==> config.mk <==
export PLATFORM = sky130hd
export DESIGN_NAME = conv_sequencer
export DESIGN_NICKNAME = d
export VERILOG_FILES = /design/src/rtl/conv_sequencer.sv
export SDC_FILE = /design/constraint.sdc
export NUM_CORES = 1
export LEC_CHECK = 0
export CELL_PAD_IN_SITES_DETAIL_PLACEMENT = 1
export CELL_PAD_IN_SITES_GLOBAL_PLACEMENT = 2
export CORE_ASPECT_RATIO = 0.75
export CORE_UTILIZATION = 42
export DETAILED_ROUTE_END_ITERATION = 7
export GPL_ROUTABILITY_DRIVEN = 1
export PLACE_DENSITY_LB_ADDON = 0.1
export SLEW_MARGIN = 10
export SYNTH_ARGS = -nofsm -noshare
export SYNTH_HDL_FRONTEND = slang
export SYNTH_SLANG_ARGS = --single-unit
==> constraint.sdc <==
create_clock -name clk -period 8.3 [get_ports clk]
set_input_delay 1.66 -clock clk [delete_from_list [all_inputs] [get_ports clk]]
set_output_delay 1.66 -clock clk [all_outputs]
set_load 0.02 [all_outputs]
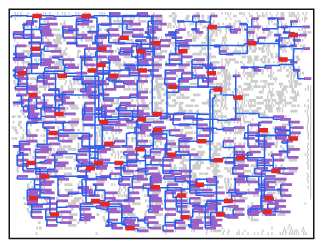
*Clock wires, drivers and flops*
Scale: 1 px per um.
legend:
  purple:
    item: flip-flops
    count: 556
  red:
    item: clock-net drivers
    count: 56
  blue:
    item: clock wires
    length: 7700 um
flops lie: spread over the die
clock share of power: 34.5%
clock latency on the worst-skew pair: 0.63 ns
clk pwr: 2.60 mW

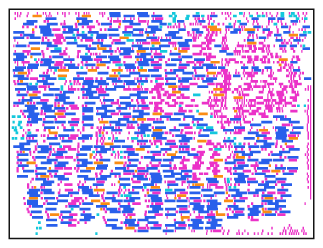
*Placement by cell class*
Scale: 1 px per um.
legend:
  magenta:
    class: remaining logic cells
    cells: 1461
  orange:
    class: clock drivers and dummy loads
    cells: 105
  cyan:
    class: remaining buffers and delay cells
    cells: 112
  blue:
    class: registers
    cells: 556
Final Core Density: 47.60%
Placement Rows: 82
sequential cell area share: 50.98%
Finished Cell Area: 31890 sq um

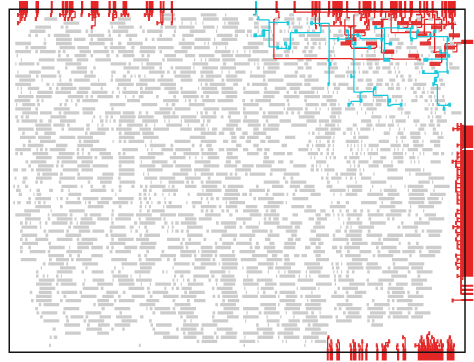
*Wires at chosen ports, followed through buffers*
Scale: 1.5 px per um.
legend:
  cyan:
    port: reset
    bits: 1
    direction: input
    edge: top
    end_cells: 44
    buffers: 2
    wire: 524 um
  red:
    port: result_out
    bits: 200
    direction: output
    edge: 80 top, 79 right, 41 bottom
    end_cells: 200
    buffers: 16
    wire: 1640 um
count of input and output buffers: 39
IO Count: 224

==> README.md <==
| Item | This run |
| --- | --- |
| M1 wire length | 36920 um |
| Dpl hpwl | 52350 um |
| Non-clock inverter instance count of the final layout | 73 |
| Width of the die | 302.9 um |
| Post-synthesis average cell area | 14.13 sq um |
| Initial drt markers | 1268 |
| Area taken by multi-input logic gates | 11320 sq um |
| Top cell type's share of synthesized area | 53.90% |
| Number of global-route vias before repair | 16120 |
| Library cell with the largest summed area after synthesis | sky130_fd_sc_hd__edfxtp_1 |
| Portion of total power attributed to combinational logic | 22.3% |
| Final weighted congestion in routability-driven placement | 0.8384 |
| Sw Pwr | 2.222 mW |
| Final critical-path setup slack | 0.4447 ns |
| Registers | 556 |
| Share of the clock period used by the worst path | 94.64% |
| Dominant synthesized flop cell | sky130_fd_sc_hd__edfxtp_1 |
| Total global routing overflow | 0 |
| Max-slew headroom at the worst pin | 21.76% |
| Worst-path clk slew | 0.07 ns |
| Count leader, synth | sky130_fd_sc_hd__edfxtp_1 |
| Post-synthesis instance total | 2019 |
| Height of the chip | 227.7 um |
| Multi-input gate share of total cell area | 35.51% |
| Worst Setup Start Kind | flop |
| Placed Area | 30020 sq um |
| Total DRC errors in the routed layout | 0 |
| Worst path max stage delay | 0.59 ns |
| Status | finished, final reports clean |
| Clock tree from TritonCTS | done |
| Cell depth of the worst setup path | 25 |
| Yosys cell count | 2019 |
| Count of H-tree levels built during CTS | 2 |
| Cell count of the worst hold path | 2 |
| Critical path's slowest cell | sky130_fd_sc_hd__mux4_2 |
| Type of the setup path with the least slack | flop to flop |
| Worst clock skew on the final layout | 0.03442 ns |
| Total Power | 7.544 mW |
| WP data required | 8.79 ns |
| Non-Clock Buffer Area Fraction | 3.367% |
| Tally of filler cells in the layout | 6764 |
| Cells taking the most area after synthesis | sky130_fd_sc_hd__edfxtp_1 54%, sky130_fd_sc_hd__mux4_2 11%, sky130_fd_sc_hd__and2_1 9.3% |
| Sum of routed wire length over all layers | 75800 um |
| Placeable core region | 67000 sq um |
| Tool warning count | 26 |
| Cell type group with the largest total delay on the critical path | adder cells |
| Worst setup slack for register-to-register paths | 0.44 ns |
| Leading cell category by total area | flip-flops and latches |
| Peak supply drop | 0.0001494 V |
| Die outline area | 68970 sq um |
| Combined buffer and inverter count along the critical path | 4 |
| Number of flops mapped to enable cells by yosys | 512 |
| Post-Route Setup TNS | 0 ns |
| Data arrival at the endpoint of the critical path | 8.35 ns |
| Storage cell area | 16260 sq um |
| Max Slew Vio Count | 0 |
| Placed Cells incl. Taps | 3011 |
| Sequential cell power | 3.26 mW |
| Mapped Area | 28520 sq um |
| Areal power density over the cells | 236.6 nW/um^2 |
| Average via count per standard cell | 5.126 |
| Power of the combinational group | 1.68 mW |
| Clock Path Buffers | 3 |
| Sequential fraction of the synthesis area | 56.99% |
| Layout Area Growth over Synthesis | 11.80% |
| Antenna violations before repair | 8 |
[worst min-delay path, stage by stage (launching register included)]
cell	delay, ns
sky130_fd_sc_hd__dfxtp_1	0.31
sky130_fd_sc_hd__nand2_1	0.05
sky130_fd_sc_hd__a21oi_1	0.05
[kinds of logic after synthesis]
group	after synthesis	share of synthesized area (%)
adders and majority gates	107	6.062
muxes	208	13.88
xor gates and xnor gates	22	0.7677
other	1	0.01315
DFF	556	56.99
and+or+nand+nor	634	12.48
buffers and inverters	370	7.357
AOI/OAI and AO/OA	121	2.448
[cell usage in the layout, fill, tap and decap left out, types with 5 or more instances in the layout]
cell type,n
sky130_fd_sc_hd__a21oi_1,33
sky130_fd_sc_hd__ha_1,53
sky130_fd_sc_hd__buf_4,59
sky130_fd_sc_hd__clkbuf_16,60
sky130_fd_sc_hd__and2_1,426
sky130_fd_sc_hd__nand3_1,19
sky130_fd_sc_hd__dfxtp_1,43
sky130_fd_sc_hd__bufinv_16,5
sky130_fd_sc_hd__fa_1,52
sky130_fd_sc_hd__edfxtp_1,512
sky130_fd_sc_hd__xnor2_1,14
sky130_fd_sc_hd__nand2_1,78
sky130_fd_sc_hd__inv_1,71
sky130_fd_sc_hd__o21ai_0,55
sky130_fd_sc_hd__conb_1,296
sky130_fd_sc_hd__buf_2,8
sky130_fd_sc_hd__mux4_2,144
sky130_fd_sc_hd__buf_12,14
sky130_fd_sc_hd__nor3_1,7
sky130_fd_sc_hd__clkbuf_1,16
sky130_fd_sc_hd__a21o_1,7
sky130_fd_sc_hd__clkinv_1,15
sky130_fd_sc_hd__xor2_1,5
sky130_fd_sc_hd__mux2_2,60
sky130_fd_sc_hd__nor2_1,77
sky130_fd_sc_hd__a22oi_1,5
sky130_fd_sc_hd__clkdlybuf4s50_1,31
Power is estimated from default activity; no workload was simulated.
